**src/rtl/lfsr_led_pkg.sv**
```systemverilog
`default_nettype none
// ============================================================================
//  Module      : lfsr_led_pkg
//  Description : Shared types and constants for the LED pattern sequencer:
//                pattern mode encoding and maximal-length Fibonacci tap
//                masks for common LED bank widths.
//  Revision    : 1.0 - initial release
// ============================================================================
package lfsr_led_pkg;

    // Pattern modes, encoded exactly as presented on mode_i.
    typedef enum logic [1:0] {
        MODE_LFSR = 2'b00,
        MODE_BIN  = 2'b01,
        MODE_GRAY = 2'b10,
        MODE_HOLD = 2'b11
    } mode_e;

    // Maximal-length feedback masks; bit i set means data[i] enters the XOR.
    localparam logic [2:0] c_taps_w3 = 3'b110;        // x^3+x^2+1
    localparam logic [3:0] c_taps_w4 = 4'b1100;       // x^4+x^3+1
    localparam logic [4:0] c_taps_w5 = 5'b10100;      // x^5+x^3+1
    localparam logic [5:0] c_taps_w6 = 6'b110000;     // x^6+x^5+1
    localparam logic [6:0] c_taps_w7 = 7'b1100000;    // x^7+x^6+1
    localparam logic [7:0] c_taps_w8 = 8'b10111000;   // x^8+x^6+x^5+x^4+1

endpackage
`default_nettype wire

```
**src/rtl/lfsr_led_sequencer_tick_gen.sv**
```systemverilog
`default_nettype none
// ============================================================================
//  Module      : tick_gen
//  Description : Free-running prescaler producing a one-cycle clock-enable
//                pulse in the cycle after the counter was all-ones. Holds
//                (and suppresses the pulse) while disabled; clear restarts
//                the count from zero.
//  Revision    : 1.0 - initial release
// ============================================================================
module tick_gen #(
    parameter int unsigned width_p = 22
) (
    input  logic clk_i,
    input  logic reset_n_i,
    input  logic en_i,
    input  logic clear_i,
    output logic tick_o
);

    logic [width_p-1:0] cnt_q;
    logic [width_p-1:0] cnt_d;
    logic               tick_q;
    logic               tick_d;

    // Next count and pulse: clear beats enable; pulse only when counting past all-ones.
    always_comb begin
        cnt_d  = cnt_q;
        tick_d = 1'b0;
        if (clear_i) begin
            cnt_d = '0;
        end else if (en_i) begin
            cnt_d  = cnt_q + width_p'(1);
            tick_d = &cnt_q;
        end
    end

    // Prescaler and pulse registers.
    always_ff @(posedge clk_i) begin
        if (!reset_n_i) begin
            cnt_q  <= '0;
            tick_q <= 1'b0;
        end else begin
            cnt_q  <= cnt_d;
            tick_q <= tick_d;
        end
    end

    assign tick_o = tick_q;

endmodule
`default_nettype wire

```
**src/rtl/lfsr_led_sequencer.sv**
```systemverilog
`default_nettype none
// ============================================================================
//  Module      : lfsr_led_sequencer
//  Description : LED bank pattern generator. Advances on a prescaler tick or
//                a single-step rising edge, in LFSR, binary, Gray or hold
//                mode. A mode change reloads the seed and restarts the
//                prescaler, discarding any advance in that cycle.
//  Revision    : 1.0 - initial release
// ============================================================================
module lfsr_led_sequencer
    import lfsr_led_pkg::*;
#(
    parameter int unsigned         width_p          = 5,
    parameter int unsigned         prescale_width_p = 22,
    parameter logic [width_p-1:0]  taps_p           = 5'b10100,
    parameter logic [width_p-1:0]  seed_p           = 5'b00001
) (
    input  logic               clk_i,
    input  logic               reset_n_i,
    input  logic [1:0]         mode_i,
    input  logic               pause_i,
    input  logic               step_i,
    output logic               tick_o,
    output logic [width_p-1:0] data_o
);

    mode_e              mode_q;
    mode_e              mode_d;
    logic               step_q;
    logic [width_p-1:0] state_q;
    logic [width_p-1:0] state_d;
    logic [width_p-1:0] data_q;
    logic [width_p-1:0] data_d;

    logic               w_mode_change;
    logic               w_step_rise;
    logic               w_adv;

    assign w_mode_change = (mode_i != mode_q);
    assign w_step_rise   = step_i & ~step_q;
    // A tick and a step edge together still count as a single advance.
    assign w_adv         = (tick_o | w_step_rise) & ~w_mode_change;

    tick_gen #(
        .width_p (prescale_width_p)
    ) u_tick_gen (
        .clk_i     (clk_i),
        .reset_n_i (reset_n_i),
        .en_i      (~pause_i),
        .clear_i   (w_mode_change),
        .tick_o    (tick_o)
    );

    // Next pattern state: mode change reloads seed, otherwise advance per current mode.
    always_comb begin
        mode_d  = mode_q;
        state_d = state_q;
        if (w_mode_change) begin
            mode_d  = mode_e'(mode_i);
            state_d = seed_p;
        end else if (w_adv) begin
            case (mode_q)
                MODE_LFSR: begin
                    // An all-zero LFSR would never leave zero, so recover via the seed.
                    if (state_q == '0) begin
                        state_d = seed_p;
                    end else begin
                        state_d = {state_q[width_p-2:0], ^(state_q & taps_p)};
                    end
                end
                MODE_BIN:  state_d = state_q + width_p'(1);
                MODE_GRAY: state_d = state_q + width_p'(1);
                MODE_HOLD: state_d = state_q;
                default:   state_d = state_q;
            endcase
        end
        // Gray mode keeps a binary count internally and shows its Gray code.
        data_d = (mode_d == MODE_GRAY) ? (state_d ^ (state_d >> 1)) : state_d;
    end

    // Mode, step history, pattern state and registered output.
    always_ff @(posedge clk_i) begin
        if (!reset_n_i) begin
            mode_q  <= MODE_LFSR;
            step_q  <= 1'b0;
            state_q <= seed_p;
            data_q  <= seed_p;
        end else begin
            mode_q  <= mode_d;
            step_q  <= step_i;
            state_q <= state_d;
            data_q  <= data_d;
        end
    end

    assign data_o = data_q;

endmodule
`default_nettype wire

```
**config.mk**
```make
export PLATFORM = sky130hd
export DESIGN_NAME = lfsr_led_sequencer
export DESIGN_NICKNAME = d
export VERILOG_FILES = /design/src/rtl/lfsr_led_pkg.sv /design/src/rtl/lfsr_led_sequencer_tick_gen.sv /design/src/rtl/lfsr_led_sequencer.sv
export SDC_FILE = /design/constraint.sdc
export NUM_CORES = 1
export LEC_CHECK = 0
export ABC_AREA = 0
export CAP_MARGIN = 20
export CORE_ASPECT_RATIO = 1.2
export CORE_MARGIN = 2
export CORE_UTILIZATION = 50
export DETAILED_ROUTE_END_ITERATION = 12
export PLACE_DENSITY = 0.8
export SYNTH_ARGS = -nofsm -noshare
export SYNTH_HDL_FRONTEND = slang
export SYNTH_SLANG_ARGS = --single-unit
```
**constraint.sdc**
```tcl
create_clock -name clk_i -period 2.28 [get_ports clk_i]
set_input_delay 0.456 -clock clk_i [delete_from_list [all_inputs] [get_ports clk_i]]
set_output_delay 0.456 -clock clk_i [all_outputs]
set_load 0.01 [all_outputs]
```
==> out/results.tsv, run 1 <==
stage	metric	value	unit
critical_path	Worst Reg-to-Reg Cells	7	
cells_and_area	most frequent logic cell in the layout	dfxtp_1	
cells_and_area	non-clock buffer count	18	
cells_and_area	Layout Cell Area excl Fill	2050	um^2
drt	via count	1469	
floorplanning	num ports	12	
drt	DRT iter0 DRCs	88	
cells_and_area	Largest Register	u_tick_gen.cnt_q	
power	leading power group	registers	
grt	all-layer global routing usage	18.2	%
critical_path	Startpoint Class	flop	
cells_and_area	Net count, final	231	
drt	Routed WL per cell	12.8	um
grt	vias in the first global route	1349	
drt	DR pass1 iterations	4	
critical_path	CP top delay family	AND-OR/OR-AND gates	
critical_path	reg2reg setup slack	0.22	ns
cts	TritonCTS buffer count	5	
cts	Worst-path clk slew	0.07	ns
cts	CTS tree	done	
grt	met3 GRT Util	5.97	%
grt	global-route wire length before repair	5890	um
timing	RSZ-0062 raised after global routing	no	
power	Psw	0.271	mW
timing	Max Fclk	0.485	GHz
logic_synthesis	xor+xnor area frac	8.36	%
timing	Hold Slack	0.498	ns
logic_synthesis	post-synthesis adder-cell area fraction	3.51	%
timing	Max Slew Vio Count	0	
power	sequential share of power	48.5	%
logic_synthesis	cell total in the yosys stat output	206	
critical_path	crit path DAT	2.28	ns
timing	min cycle time layout	2.06	ns
power	switching portion of total power	21.0	%
logic_synthesis	area fraction in compound gates	16.0	%
drt	top layer in use	met4	
cts	Bufs on Longest Clock Path	2	
floorplanning	TAP cells	37	
critical_path	crit path DRT	2.50	ns
run_status	status	complete, no violations	
critical_path	worst setup path end	data_o[2]	
timing	Final Hold Fails	0	
floorplanning	Die H	69.4	um
place	Placed Instance Area	1930	um^2
logic_synthesis	register share after synthesis	39.4	%
worst_hold_path	Min-Delay Path Class	reg2reg	
worst_hold_path	Hold Path Sink	u_tick_gen.cnt_q[16]	
power	Comb power frac	7.8	%
critical_path	CP Depth	7	
power	comb pwr	0.101	mW
cells_and_area	clkbuf count	6	
cts	Hold-fix buffers, CTS	0	
power	Clock group	0.562	mW
logic_synthesis	yosys warns	0	
power	total power	1.29	mW
logic_synthesis	number of enable flip-flop cells	0	
timing	clk_skew	0.00744	ns
logic_synthesis	Syn Std Cell Area	1780	um^2
cts	H-Tree Depth	2	
drt	met2 routed wirelength	1600	um
critical_path	crit path launch	mode_q[0]	
timing	Final Cycle Share	90.4	%
logic_synthesis	main flop type	dfxtp_1	
run	Max Cap Viol	0	
grt	GRT met2 Usage	28.1	%
cells_and_area	Comb area	981	um^2
critical_path	WS Path Type	reg2reg	
cells_and_area	Non-clk invs	11	
logic_synthesis	post-synth top area share	39.4	%
critical_path	cell chain of the critical path	inv_1 -> ha_1 -> inv_1 -> o211a_1 -> o311a_1 -> a2111o_1 -> a21oi_1	
cells_and_area	ant diodes	0	
critical_path	CP Buf/Inv Count	2	
drt	vias per inst	5.69	
critical_path	Worst setup EP type	flop	
power	Sequential Power	0.623	mW
floorplanning	std cell rows	23	
cts	clock root cell	clkbuf_8	
cells_and_area	P&R area growth vs syn	15.1	%
cts	worst-skew pair later-pin latency	0.28	ns
cells_and_area	non-filler cells in the finished layout	258	
drt	Post-route DRC	0	
run	Log Warnings	28	
drt	overall routed net length	3310	um
floorplanning	DIE WIDTH	58.5	um
cells_and_area	non-clock buffer share of cell area	7.94	%
timing	Final Setup Violations	0	
critical_path	reg2reg start	mode_q[0]	
**Run 1: power grid**

Scale bar: 20 um. Pins as bars on the die edge. Tap cells in gray.
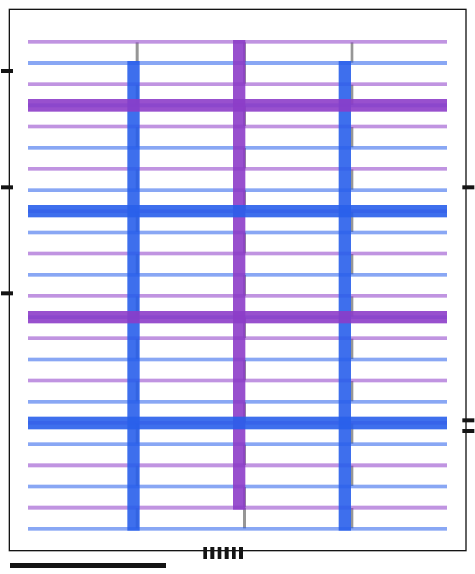
| color | net |
|---|---|
| blue | VSS |
| purple | VDD |
tap cells: 37
met5 straps: 4
rows: 23

**Run 1: cells colored by class**

Scale bar: 20 um.
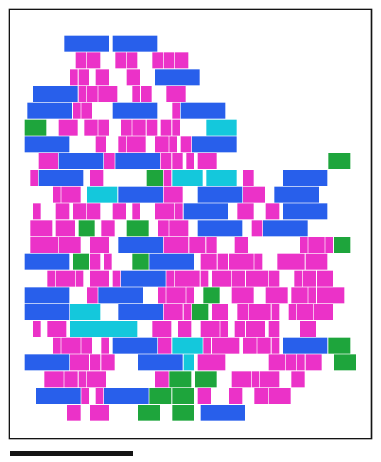
| color | class | cells |
|---|---|---|
| cyan | clock drivers and dummy loads | 8 |
| green | other buffers and delay cells | 18 |
| magenta | all other logic | 160 |
| blue | flip-flops | 35 |

**Run 1: clock distribution**

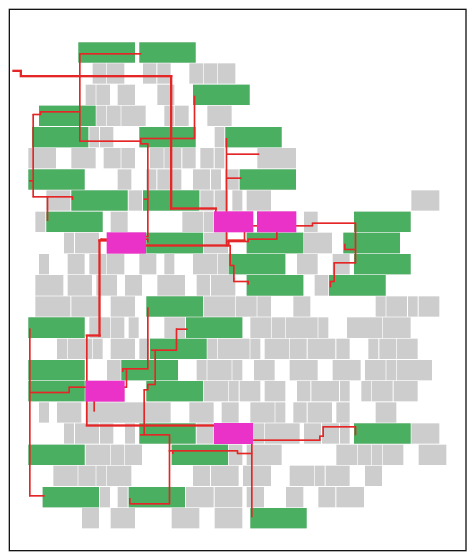
[green] flip-flops | count: 35
[red] clock wires | length: 385 um
[magenta] cells driving clock nets | count: 5
routed clock nets: 6

==> run 2, diff against run 1 <==
- PLACE_DENSITY: 0.8 -> 0.78
- SLEW_MARGIN: not set -> 20
**Run 2: cells colored by class**

Scale bar: 20 um.
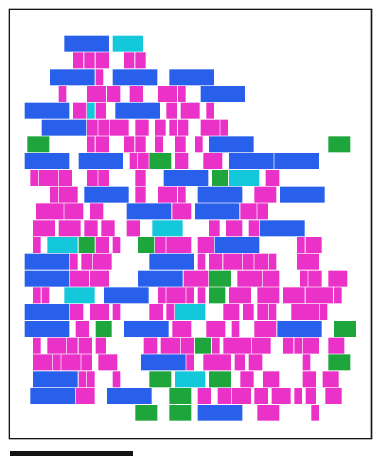
| color | class | cells |
|---|---|---|
| green | other buffers and delay cells | 17 |
| cyan | clock drivers and dummy loads | 8 |
| magenta | all other logic | 160 |
| blue | flip-flops | 35 |

==> run 2 against run 1 <==
Count of clock-buffer cells in the layout grew 2; sequential share of layout area up 0.42 points; worst setup slack worse by 0.0034 ns; utilization shrank 0.74 points; total power fell by 5.8%; worst hold slack lost 0.0083 ns; sequential cell count unchanged; routed wire length up 4.0%; register-to-register slack is essentially flat; maximum frequency fell by 0.17%.
==> out/results.tsv, run 2 <==
stage	metric	value	unit	change
run	Max Cap Viol	0		unchanged
grt	all-layer global routing usage	19.9	%	+1.7 points
logic_synthesis	xor+xnor area frac	8.36	%	unchanged
cells_and_area	non-filler cells in the finished layout	257		-0.39%
critical_path	CP top delay family	AND-OR/OR-AND gates		
worst_hold_path	Hold Path Sink	u_tick_gen.cnt_q[16]		
cells_and_area	Largest Register	u_tick_gen.cnt_q		
drt	vias per inst	5.79		+1.6%
critical_path	worst setup path end	data_o[2]		
cts	H-Tree Depth	2		unchanged
power	sequential share of power	51.5	%	+3.0 points
drt	met2 routed wirelength	1760	um	+9.5%
timing	Final Cycle Share	90.6	%	+0.15 points
cts	worst-skew pair later-pin latency	0.29	ns	about the same
grt	met3 GRT Util	5.41	%	-0.56 points
power	Comb power frac	8.2	%	+0.4 points
critical_path	reg2reg start	mode_q[0]		
cts	Hold-fix buffers, CTS	0		unchanged
timing	Final Hold Fails	0		unchanged
cells_and_area	Net count, final	230		-0.43%
cells_and_area	most frequent logic cell in the layout	dfxtp_1		
floorplanning	num ports	12		unchanged
cts	TritonCTS buffer count	5		unchanged
cells_and_area	ant diodes	0		unchanged
floorplanning	DIE WIDTH	58.5	um	unchanged
power	total power	1.21	mW	-5.8%
drt	overall routed net length	3440	um	+4.0%
floorplanning	std cell rows	23		unchanged
drt	DRT iter0 DRCs	70		-20%
run	Log Warnings	28		unchanged
floorplanning	TAP cells	37		unchanged
critical_path	crit path DAT	2.24	ns	-0.04 ns
power	Clock group	0.489	mW	-13%
power	Psw	0.275	mW	+1.7%
drt	Routed WL per cell	13.4	um	+4.4%
logic_synthesis	number of enable flip-flop cells	0		unchanged
cts	CTS tree	done		
cells_and_area	Layout Cell Area excl Fill	2020	um^2	-1.2%
timing	clk_skew	0.00727	ns	-0.000171 ns
critical_path	cell chain of the critical path	inv_1 -> ha_1 -> inv_1 -> o211a_1 -> o311a_1 -> o311ai_0 -> a21oi_1		
critical_path	crit path DRT	2.45	ns	-0.05 ns
cts	Worst-path clk slew	0.07	ns	about the same
timing	min cycle time layout	2.06	ns	+0.00344 ns
critical_path	reg2reg setup slack	0.22	ns	about the same
logic_synthesis	area fraction in compound gates	16.0	%	unchanged
logic_synthesis	yosys warns	0		unchanged
critical_path	CP Buf/Inv Count	2		unchanged
grt	global-route wire length before repair	6250	um	+6.1%
timing	Final Setup Violations	0		unchanged
grt	GR Util met1	24.1	%	
drt	DR pass1 iterations	4		unchanged
place	Placed Instance Area	1920	um^2	-0.39%
cells_and_area	P&R area growth vs syn	13.7	%	
timing	RSZ-0062 raised after global routing	no		
grt	vias in the first global route	1434		+6.3%
power	switching portion of total power	22.7	%	+1.7 points
run_status	status	complete, no violations		
logic_synthesis	most frequent cells after synthesis	dfxtp_1, nor2_1, inv_1, nand2_1		
cells_and_area	clkbuf count	8		+2
drt	Post-route DRC	0		unchanged
critical_path	crit path launch	mode_q[0]		
power	leading power group	registers		
critical_path	WS Path Type	reg2reg		
critical_path	CP Depth	7		unchanged
timing	Max Fclk	0.484	GHz	-0.17%
cells_and_area	non-clock buffer count	17		-1
cts	Bufs on Longest Clock Path	2		unchanged
logic_synthesis	cell total in the yosys stat output	206		unchanged
drt	top layer in use	met4		
timing	Hold Slack	0.489	ns	-0.00827 ns
timing	max_slew headroom	75.7	%	
cells_and_area	Non-clk invs	11		unchanged
cells_and_area	Comb area	981	um^2	unchanged
floorplanning	Die H	69.4	um	unchanged
logic_synthesis	post-synth top area share	39.4	%	unchanged
grt	GRT met2 Usage	31.2	%	+3.1 points
**Run 2: metal layers overlaid**

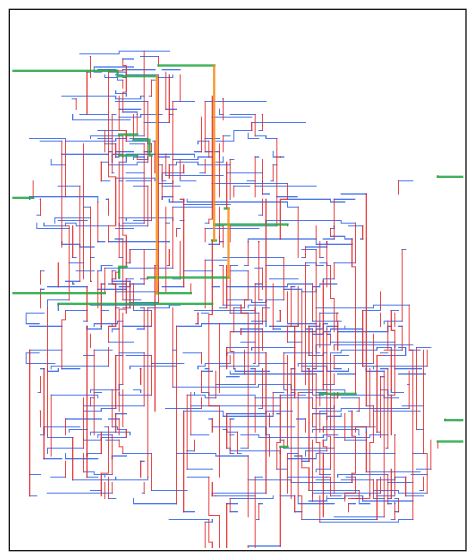
| color | layer | wire length |
|---|---|---|
| red | met2 | 1760 um |
| orange | met4 | 59.2 um |
| green | met3 | 110 um |
| blue | met1 | 1520 um |

Power figures rest on the tool's default switching activity, not on a simulated workload.
